Run 1, logic cells by family:
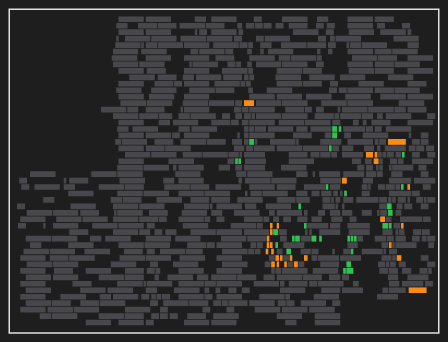
Run 1, congestion heat map:
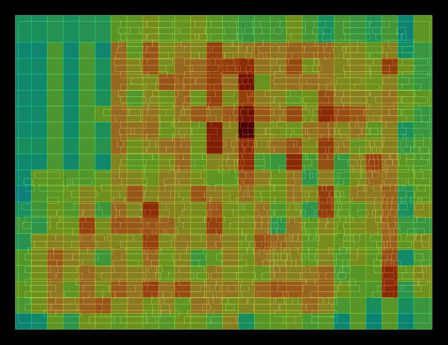
Run 1, wiring by layer:
Scale bar: 50 um. Only two layers are drawn.
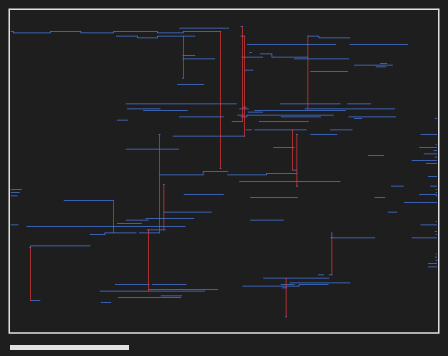
Run 1, register map, names as in the netlist:
Scale bar: 50 um. Other sequential cells in the stronger gray, the rest of the logic in the fainter gray.
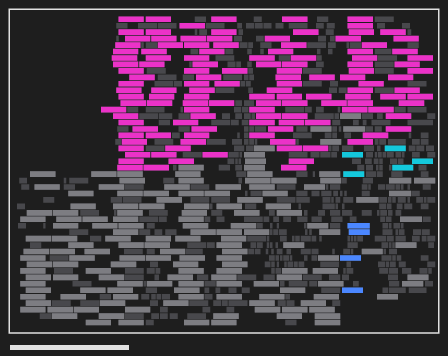
==> src/rtl/ftdi_fifo_responder.sv <==
// Device-side responder for the async 245 FIFO bus: answers RD#/WR# strobes,
// drives RXF#/TXE#, and buffers bytes between the host bus and a push/pop port.
//
// state     | meaning
// ----------+-------------------------------------------------
// S_IDLE    | flags track buffer status, waiting for a strobe
// S_READING | RD# low, rx head presented on adbus
// S_WRITING | WR# low, byte already captured into tx buffer
// S_RECOVER | flags held high for RECOVERY cycles after a strobe
module ftdi_fifo_responder #(
    parameter int DEPTH    = 16,
    parameter int RECOVERY = 2
) (
    input  logic                       clock,
    input  logic                       reset_n,
    input  logic                       ftdi_rd_n,
    input  logic                       ftdi_wr_n,
    input  logic [7:0]                 adbus_in,
    output logic [7:0]                 adbus_out,
    output logic                       adbus_oe,
    output logic                       rxf_n,
    output logic                       txe_n,
    input  logic [7:0]                 pc_data,
    input  logic                       pc_push,
    output logic                       pc_full,
    input  logic                       pc_pop,
    output logic [7:0]                 pc_q,
    output logic                       pc_empty,
    output logic [$clog2(DEPTH):0]     rx_count,
    output logic [$clog2(DEPTH):0]     tx_count,
    input  logic                       err_clear,
    output logic                       protocol_err
);
    localparam int AW = $clog2(DEPTH);
    localparam int CW = AW + 1;
    localparam int RW = (RECOVERY > 1) ? $clog2(RECOVERY) : 1;

    typedef enum logic [1:0] {S_IDLE, S_READING, S_WRITING, S_RECOVER} state_t;

    state_t          r_state;
    logic [RW-1:0]   r_rec_cnt;
    logic            r_rd_q, r_wr_q, r_rxf_n, r_txe_n, r_err;
    logic [7:0]      r_rx_mem [DEPTH];
    logic [7:0]      r_tx_mem [DEPTH];
    logic [AW-1:0]   r_rx_wptr, r_rx_rptr, r_tx_wptr, r_tx_rptr;
    logic [CW-1:0]   r_rx_cnt, r_tx_cnt;

    logic w_rd_fall, w_rd_rise, w_wr_fall, w_wr_rise, w_both_low;
    logic w_rx_empty, w_rx_full, w_tx_empty, w_tx_full;
    logic w_rd_go, w_wr_go, w_err_set, w_idle;
    logic w_rx_push, w_rx_pop, w_tx_push, w_tx_pop;

    assign w_rd_fall  = r_rd_q & ~ftdi_rd_n;
    assign w_rd_rise  = ~r_rd_q & ftdi_rd_n;
    assign w_wr_fall  = r_wr_q & ~ftdi_wr_n;
    assign w_wr_rise  = ~r_wr_q & ftdi_wr_n;
    assign w_both_low = ~ftdi_rd_n & ~ftdi_wr_n;
    assign w_idle     = (r_state == S_IDLE);

    assign w_rx_empty = (r_rx_cnt == '0);
    assign w_rx_full  = (r_rx_cnt == CW'(DEPTH));
    assign w_tx_empty = (r_tx_cnt == '0);
    assign w_tx_full  = (r_tx_cnt == CW'(DEPTH));

    // A strobe is only honoured from IDLE with the other strobe released.
    assign w_rd_go   = w_idle & w_rd_fall & ~w_rx_empty & ftdi_wr_n;
    assign w_wr_go   = w_idle & w_wr_fall & ~w_tx_full & ftdi_rd_n;
    assign w_err_set = w_both_low
                     | (w_rd_fall & (~w_idle | w_rx_empty))
                     | (w_wr_fall & (~w_idle | w_tx_full));

    assign w_rx_pop  = (r_state == S_READING) & w_rd_rise;
    assign w_rx_push = pc_push & (~w_rx_full | w_rx_pop);
    assign w_tx_push = w_wr_go;
    assign w_tx_pop  = pc_pop & ~w_tx_empty;

    assign adbus_out    = w_rx_empty ? 8'h00 : r_rx_mem[r_rx_rptr];
    assign adbus_oe     = ~ftdi_rd_n & (w_idle | (r_state == S_READING)) & ~w_rx_empty;
    assign pc_q         = w_tx_empty ? 8'h00 : r_tx_mem[r_tx_rptr];
    assign pc_empty     = w_tx_empty;
    assign pc_full      = w_rx_full;
    assign rx_count     = r_rx_cnt;
    assign tx_count     = r_tx_cnt;
    assign rxf_n        = r_rxf_n;
    assign txe_n        = r_txe_n;
    assign protocol_err = r_err;

    always_ff @(posedge clock) begin
        if (w_rx_push) r_rx_mem[r_rx_wptr] <= pc_data;
        if (w_tx_push) r_tx_mem[r_tx_wptr] <= adbus_in;
    end

    always_ff @(posedge clock or negedge reset_n) begin
        if (!reset_n) begin
            r_rx_wptr <= '0;
            r_rx_rptr <= '0;
            r_rx_cnt  <= '0;
            r_tx_wptr <= '0;
            r_tx_rptr <= '0;
            r_tx_cnt  <= '0;
        end else begin
            if (w_rx_push) r_rx_wptr <= r_rx_wptr + 1'b1;
            if (w_rx_pop)  r_rx_rptr <= r_rx_rptr + 1'b1;
            if (w_tx_push) r_tx_wptr <= r_tx_wptr + 1'b1;
            if (w_tx_pop)  r_tx_rptr <= r_tx_rptr + 1'b1;
            case ({w_rx_push, w_rx_pop})
                2'b10:   r_rx_cnt <= r_rx_cnt + CW'(1);
                2'b01:   r_rx_cnt <= r_rx_cnt - CW'(1);
                default: r_rx_cnt <= r_rx_cnt;
            endcase
            case ({w_tx_push, w_tx_pop})
                2'b10:   r_tx_cnt <= r_tx_cnt + CW'(1);
                2'b01:   r_tx_cnt <= r_tx_cnt - CW'(1);
                default: r_tx_cnt <= r_tx_cnt;
            endcase
        end
    end

    always_ff @(posedge clock or negedge reset_n) begin
        if (!reset_n) begin
            r_state   <= S_IDLE;
            r_rec_cnt <= '0;
            r_rd_q    <= 1'b1;
            r_wr_q    <= 1'b1;
            r_rxf_n   <= 1'b1;
            r_txe_n   <= 1'b1;
            r_err     <= 1'b0;
        end else begin
            r_rd_q <= ftdi_rd_n;
            r_wr_q <= ftdi_wr_n;
            if (w_err_set)      r_err <= 1'b1;
            else if (err_clear) r_err <= 1'b0;
            case (r_state)
                S_IDLE: begin
                    r_rxf_n <= w_rx_empty;
                    r_txe_n <= w_tx_full;
                    if (w_rd_go) begin
                        r_state <= S_READING;
                        r_rxf_n <= 1'b1;
                        r_txe_n <= 1'b1;
                    end else if (w_wr_go) begin
                        r_state <= S_WRITING;
                        r_rxf_n <= 1'b1;
                        r_txe_n <= 1'b1;
                    end
                end
                S_READING: if (w_rd_rise) begin
                    r_state   <= S_RECOVER;
                    r_rec_cnt <= RW'(RECOVERY - 1);
                end
                S_WRITING: if (w_wr_rise) begin
                    r_state   <= S_RECOVER;
                    r_rec_cnt <= RW'(RECOVERY - 1);
                end
                S_RECOVER: begin
                    // Flags stay high here; IDLE refreshes them one cycle later.
                    if (r_rec_cnt == '0) r_state <= S_IDLE;
                    else                 r_rec_cnt <= r_rec_cnt - 1'b1;
                end
                default: r_state <= S_IDLE;
            endcase
        end
    end
endmodule
==> config.mk <==
export PLATFORM = sky130hd
export DESIGN_NAME = ftdi_fifo_responder
export DESIGN_NICKNAME = d
export VERILOG_FILES = /design/src/rtl/ftdi_fifo_responder.sv
export SDC_FILE = /design/constraint.sdc
export NUM_CORES = 1
export LEC_CHECK = 0
export CAP_MARGIN = 20
export CORE_ASPECT_RATIO = 0.75
export CORE_UTILIZATION = 50
export CTS_BUF_LIST = sky130_fd_sc_hd__clkbuf_8
export CTS_CLUSTER_SIZE = 30
export DETAILED_ROUTE_END_ITERATION = 6
export PLACE_DENSITY = 0.68
export SLEW_MARGIN = 20
export SYNTH_ARGS = -nofsm -noshare
export SYNTH_HDL_FRONTEND = slang
export SYNTH_SLANG_ARGS = --single-unit
==> constraint.sdc <==
create_clock -name clock -period 3.6 [get_ports clock]
set_input_delay 0.72 -clock clock [delete_from_list [all_inputs] [get_ports clock]]
set_output_delay 0.72 -clock clock [all_outputs]
set_load 0.005 [all_outputs]
==> results.yml, run 1 <==
# physical design summary
drt:
  wl_per_cell_um: 22.28
  vias: 6008
  ant_nets: 0
  finalWirelength_um: 23290
  wirelength_met1_um: 11040
  met2_length_um: 10320
  drc: 0
  via_per_inst: 5.749
final_timing:
  drv_slew: 0
  tightest_slew_ns: 0.7940
  holdWs_ns: 0.2559
  max_freq_ghz: 0.2916
  rsz0062_at_grt: "no"
  finalSetupViolCount: 0
  hold_violations: 0
setup_path:
  path_class: "flop to output pin"
  cp_cell_sequence: "buf_4 > mux4_2 > mux2i_1 > o22ai_1 > clkdlybuf4s50_1"
  critPathBufInv: 2
  cp-start-kind: "flop"
  slowest_delay_ns: 0.58
  endpoint: "adbus_out[2]"
  rr_endpoint: "tx_count[2]"
  worst-path-max-fanout: 11
  cp.required_ns: 2.88
  r2r_start: "r_state[1]"
  setup.worst_path.start: "r_rx_rptr[0]"
  cp-end-kind: "output pin"
  reg2regPathDepth: 12
  crit_path_top_delay_cell: "dfrtp_2"
placement:
  hpwlAfterDp_um: 15330
  post-place-cells: 967
  post-place-ws_ns: 0.3885
  routabilityCongestion: 0.7566
pwr:
  clockPowerShare: 0.245
  p_total_mw: 10.01
  seqPwrFrac: 0.432
  power_combinational_mw: 3.23
  maxPowerGroup: "sequential cells"
  ir_worst_vdd_v: 0.0003260
  switching_share: 0.3027
  power_switching_mw: 3.029
  internal_power_mw: 6.979
layout:
  flops: 290
  area_growth_pct: 15.03
  n_all_buffers: 83
  clock_buffers: 44
  comb_share: 0.2315
  reg.largest.list: "r_rx_mem (128), r_tx_mem (128)"
  multi_input_comb_cells: 280
  inv_count: 17
  layout_top_cells: "edfxtp_1 (256), mux4_2 (64), clkdlybuf4s50_1 (53)"
  final-comb-area_mm2: 0.003179
  finalInstanceArea_mm2: 0.01373
  lay_top_count: "edfxtp_1"
  seqCellArea_mm2: 0.008546
  final-instance-count-excl-fill: 1045
logic_synthesis:
  synthesis.yosys.warnings: 0
  synth_cell_types: 52
  yosys-top-cells-count: "edfxtp_1 (256), mux4_2 (64), mux2i_1 (35), dfrtp_1 (30), ha_1 (21)"
  top_area_cell: "edfxtp_1"
  ys_sh_aoi: 0.02798
  synth.avg_cell_area_um2: 19.45
  yosys-mux-area-fraction: 0.1560
  logic_family: "multiplexers"
  edf_count: 256
  yosys_area_mm2: 0.01194
  synth.top_cell.area_share: 0.6438
  synthFlopType: "edfxtp_1"
  ys_sh_adder: 0.02368
  ys_sh_xor: 0.01687
  ys_cells: 614
clock_network:
  clock.latency.late_pin_ns: 0.56
  htreeDepth: 2
  cts_buffer_depth: 3
  clock_sinks: 290
  cts_resized: 0
die:
  io_pins: 55
  nWellTaps: 300
  fp_util: 0.5137
  fp-row-count: 48
  die_area_mm2: 0.02451
grt:
  grt_pass1_wl_um: 36130
  overflow: 0
  gr-max-usage-layer: "met1"
  track_usage: 0.1992
run_status:
  outcome: "completed"
run:
  warning_count: 37
Notes on 'logic cells by family' above:
Green marks nand cells, cells 31. Orange marks nor cells, cells 28.

Notes on 'congestion heat map' above:
grt met1 use: 0.3041
met3 GRT Util: 0.04018

Notes on 'wiring by layer' above:
Blue marks M3, wire length 1,540 um. Red marks M4, wire length 382 um.

Notes on 'register map, names as in the netlist' above:
Blue marks r_rx_rptr, placed flops 4, where bottom right. Cyan marks tx_count, placed flops 5, where right middle. Magenta marks r_tx_mem, placed flops 128.
Another 153 sequential cells are not colored.

Run 1, cells colored by class:
Scale bar: 50 um.
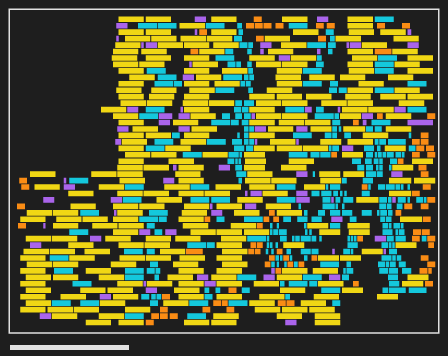

==> run 2: changes to the inputs <==
--- a/config.mk
+++ b/config.mk
@@ -11,7 +11,8 @@
 export CTS_BUF_LIST = sky130_fd_sc_hd__clkbuf_8
 export CTS_CLUSTER_SIZE = 30
 export DETAILED_ROUTE_END_ITERATION = 6
-export PLACE_DENSITY = 0.68
+export PLACE_DENSITY = 0.67
+export SETUP_SLACK_MARGIN = 0.1
 export SLEW_MARGIN = 20
 export SYNTH_ARGS = -nofsm -noshare
 export SYNTH_HDL_FRONTEND = slang
Run 2, cells colored by class:
Scale bar: 50 um.
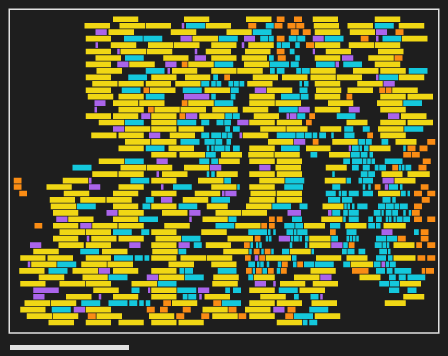
Orange marks remaining buffers and delay cells, cells 89, share of their area 6.0%. Cyan marks remaining logic cells, cells 297, share of their area 24%. Purple marks clock drivers and dummy loads, cells 80, share of their area 6.2%. Yellow marks registers, cells 290, share of their area 64%.

Run 2, congestion heat map:
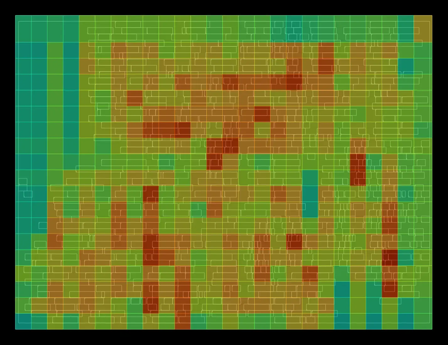
GR peak layer: met1
met3 GRT Util: 0.04179

==> results.yml, run 2 <==
# physical design summary
run_status:
  outcome: "completed"
drt:
  met2_length_um: 10300
  wl_per_cell_um: 22.20
  finalWirelength_um: 23440
  via_per_inst: 5.695
  vias: 6014
  ant_nets: 0
  drc: 0
  wirelength_met1_um: 11400
clock_network:
  cts_resized: 1
  clock_sinks: 290
  cts_buffer_depth: 3
  htreeDepth: 2
  clock.latency.late_pin_ns: 0.57
  cts_root_buffer: "clkbuf_8"
final_timing:
  holdWs_ns: 0.2488
  rsz0062_at_grt: "yes"
  max_freq_ghz: 0.2936
  clock_skew_ns: 0.02506
  drv_slew: 0
  finalSetupViolCount: 0
  tightest_slew_ns: 0.8191
  hold_violations: 0
logic_synthesis:
  logic_family: "multiplexers"
  edf_count: 256
  yosys-mux-area-fraction: 0.1560
  synth.top_cell.area_share: 0.6438
  synth_cells: 614
  yosys-top-cells-count: "edfxtp_1 (256), mux4_2 (64), mux2i_1 (35), dfrtp_1 (30), ha_1 (21)"
  synth.avg_cell_area_um2: 19.45
  synthesis.yosys.warnings: 0
  top_area_cell: "edfxtp_1"
  ys_cells: 614
  synthFlopType: "edfxtp_1"
  synth_cell_types: 52
  ys_sh_aoi: 0.02798
  ys_sh_xor: 0.01687
  yosys_area_mm2: 0.01194
  ys_sh_adder: 0.02368
pwr:
  pg_clk_mw: 2.58
  ir_worst_vdd_v: 0.0004322
  clockPowerShare: 0.253
  seqPwrFrac: 0.424
  internal_power_mw: 7.108
  power_combinational_mw: 3.29
  maxPowerGroup: "sequential cells"
  p_total_mw: 10.19
  switching_share: 0.3027
  power_switching_mw: 3.085
layout:
  inv_count: 17
  layout_top_cells: "edfxtp_1 (256), mux4_2 (64), clkdlybuf4s50_1 (53)"
  finalInstanceArea_mm2: 0.01381
  flops: 290
  area_growth_pct: 15.70
  final-instance-count-excl-fill: 1056
  multi_input_comb_cells: 280
  nNetsFinal: 768
  lay_top_count: "edfxtp_1"
  final-comb-area_mm2: 0.003182
  comb_share: 0.2303
  reg.largest.list: "r_rx_mem (128), r_tx_mem (128)"
  seqCellArea_mm2: 0.008548
  clock_buffers: 45
die:
  nWellTaps: 300
  fp_util: 0.5137
  fp-row-count: 48
  die_area_mm2: 0.02451
setup_path:
  reg2regPathDepth: 12
  endpoint: "pc_q[3]"
  cp-start-kind: "flop"
  slowest_delay_ns: 0.52
  path_class: "flop to output pin"
  r2r_start: "r_state[1]"
  setup.worst_path.start: "r_tx_rptr[0]"
  critPathBufInv: 2
  crit_path_top_delay_cell: "dfrtp_4"
  cp_cell_sequence: "buf_4 > mux4_2 > mux2i_1 > o22ai_1 > clkdlybuf4s50_1"
  cp.required_ns: 2.88
  rr_endpoint: "tx_count[2]"
  cp-end-kind: "output pin"
  worst-path-max-fanout: 10
grt:
  grtUsageMet1: 0.3110
  track_usage: 0.1994
  overflow: 0
run:
  warning_count: 38
placement:
  routabilityCongestion: 0.7820
  hpwlAfterDp_um: 15150
  post-place-ws_ns: 0.3925
  post-place-cells: 969
Run 2, wiring by layer:
Scale bar: 50 um. Only two layers are drawn.
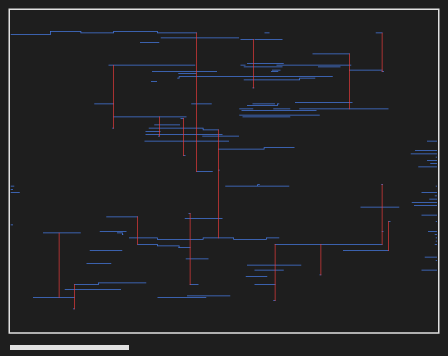
Blue marks M3, wire length 1,380 um. Red marks M4, wire length 367 um.

Run 2, register map, names as in the netlist:
Scale bar: 50 um. Other sequential cells in the stronger gray, the rest of the logic in the fainter gray.
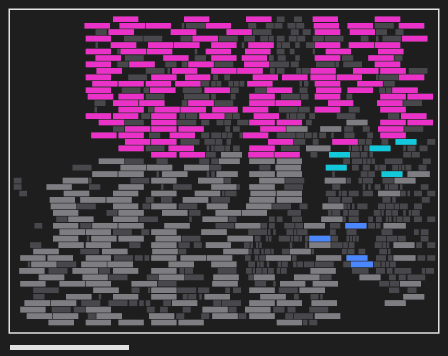

==> run 3: changes to the inputs <==
--- a/config.mk
+++ b/config.mk
@@ -12,6 +12,7 @@
 export CTS_CLUSTER_SIZE = 30
 export DETAILED_ROUTE_END_ITERATION = 6
 export PLACE_DENSITY = 0.67
+export REMOVE_ABC_BUFFERS = 1
 export SETUP_SLACK_MARGIN = 0.1
 export SLEW_MARGIN = 20
 export SYNTH_ARGS = -nofsm -noshare
Run 3, register map, names as in the netlist:
Scale bar: 50 um. Other sequential cells in the stronger gray, the rest of the logic in the fainter gray.
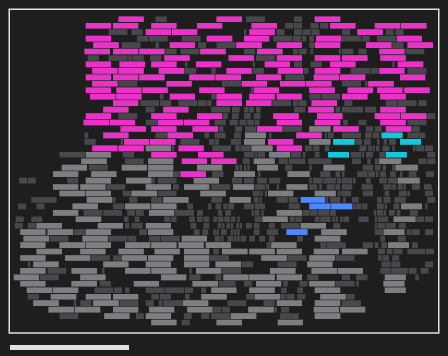
Cyan marks tx_count, placed flops 5, where right middle. Magenta marks r_tx_mem, placed flops 128. Blue marks r_rx_rptr, placed flops 4.
Another 153 sequential cells are not colored.

Run 3, logic cells by family:
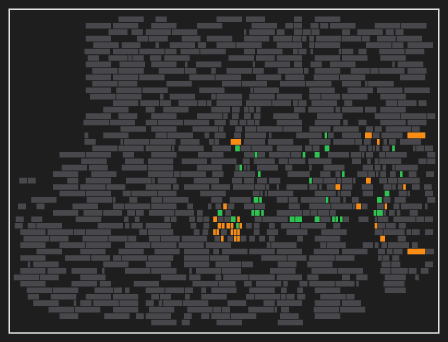
fraction of area in multi-input gates: 0.2291
most used logic cell in the final layout: edfxtp_1
non-filler cells, final: 1,065

==> results.yml, run 3 <==
# physical design summary
layout:
  multi_input_comb_cells: 280
  reg.largest.list: "r_rx_mem (128), r_tx_mem (128)"
  inv_count: 17
  seqCellArea_mm2: 0.008548
  n_all_buffers: 98
  flops: 290
  largest_class: "registers"
  nNetsFinal: 777
  area_growth_pct: 16.84
  clock_area_frac: 0.06009
  layout_top_cells: "edfxtp_1 (256), mux4_2 (64), clkdlybuf4s50_1 (53)"
  final-comb-area_mm2: 0.003197
  finalInstanceArea_mm2: 0.01395
  clock_buffers: 46
pwr:
  p_total_mw: 10.35
  internal_power_mw: 7.222
  switching_share: 0.3026
  power_combinational_mw: 3.44
  ir_worst_vdd_v: 0.0003589
  power_switching_mw: 3.133
  seqPwrFrac: 0.418
  maxPowerGroup: "sequential cells"
  pg_clk_mw: 2.59
  pg_seq_mw: 4.33
  clockPowerShare: 0.250
setup_path:
  cp.required_ns: 2.88
  reg2regPathDepth: 12
  r2r_start: "r_state[1]"
  crit_path_top_delay_cell: "mux4_2"
  cp-end-kind: "output pin"
  setup.worst_path.start: "r_tx_rptr[0]"
  path_class: "flop to output pin"
  worst-path-max-fanout: 18
  critPathBufInv: 2
  endpoint: "pc_q[5]"
  slowest_delay_ns: 0.53
  rr_endpoint: "tx_count[2]"
  cp-start-kind: "flop"
  cp_cell_sequence: "buf_16 > mux4_2 > mux2i_1 > o22ai_1 > clkdlybuf4s50_1"
logic_synthesis:
  synth_cell_types: 52
  yosys-mux-area-fraction: 0.1560
  ys_sh_simple: 0.04150
  ys_sh_aoi: 0.02798
  logic_family: "multiplexers"
  synthesis.yosys.warnings: 0
  synth.avg_cell_area_um2: 19.45
  synth.top_cell.area_share: 0.6438
  top_area_cell: "edfxtp_1"
  synth_cells: 614
  yosys_area_mm2: 0.01194
  ys_cells: 614
  yosysSeqAreaShare: 0.7155
  edf_count: 256
  yosys-top-cells-count: "edfxtp_1 (256), mux4_2 (64), mux2i_1 (35), dfrtp_1 (30), ha_1 (21)"
  synthFlopType: "edfxtp_1"
  ys_sh_adder: 0.02368
  ys_sh_xor: 0.01687
grt:
  track_usage: 0.1946
  grt_pass1_vias: 6248
  overflow: 0
  grt_pass1_wl_um: 35440
  gr-max-usage-layer: "met2"
final_timing:
  max_freq_ghz: 0.2955
  hold_violations: 0
  finalSetupViolCount: 0
  rsz0062_at_grt: "no"
  clock_skew_ns: 0.03400
  drv_slew: 0
  holdWs_ns: 0.2358
drt:
  wirelength_met1_um: 11170
  met2_length_um: 10320
  first_pass_iters: 5
  via_per_inst: 5.688
  vias: 6058
  drc: 0
  finalWirelength_um: 23270
  ant_nets: 0
clock_network:
  htreeDepth: 2
  cts_buffer_depth: 3
  postCtsHoldBufs: 0
  clock.latency.late_pin_ns: 0.56
  clock_sinks: 290
  cts_root_buffer: "clkbuf_8"
  cts_resized: 1
  post_cts_buffers: 0
run_status:
  outcome: "completed"
die:
  nWellTaps: 300
  die_area_mm2: 0.02451
  fp-row-count: 48
  io_pins: 55
  fp_util: 0.5137
run:
  drv_cap: 0
  warning_count: 36
placement:
  postPlaceCellArea_mm2: 0.01300
  hpwlAfterDp_um: 14970
  post-place-ws_ns: 0.4397
  post-place-cells: 976
  routabilityCongestion: 0.7788
hold_path:
  hp-class: "input port to asynchronous set/reset pin"
Run 3, congestion heat map:
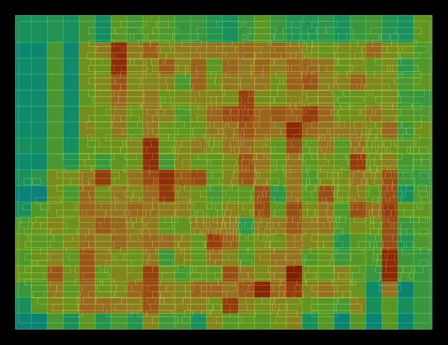
GR Util met2: 0.2892
Avg WL per Cell: 21.85 um
grt met1 use: 0.2860
met3 GRT Util: 0.04956

Power and IR drop assume default switching activity.
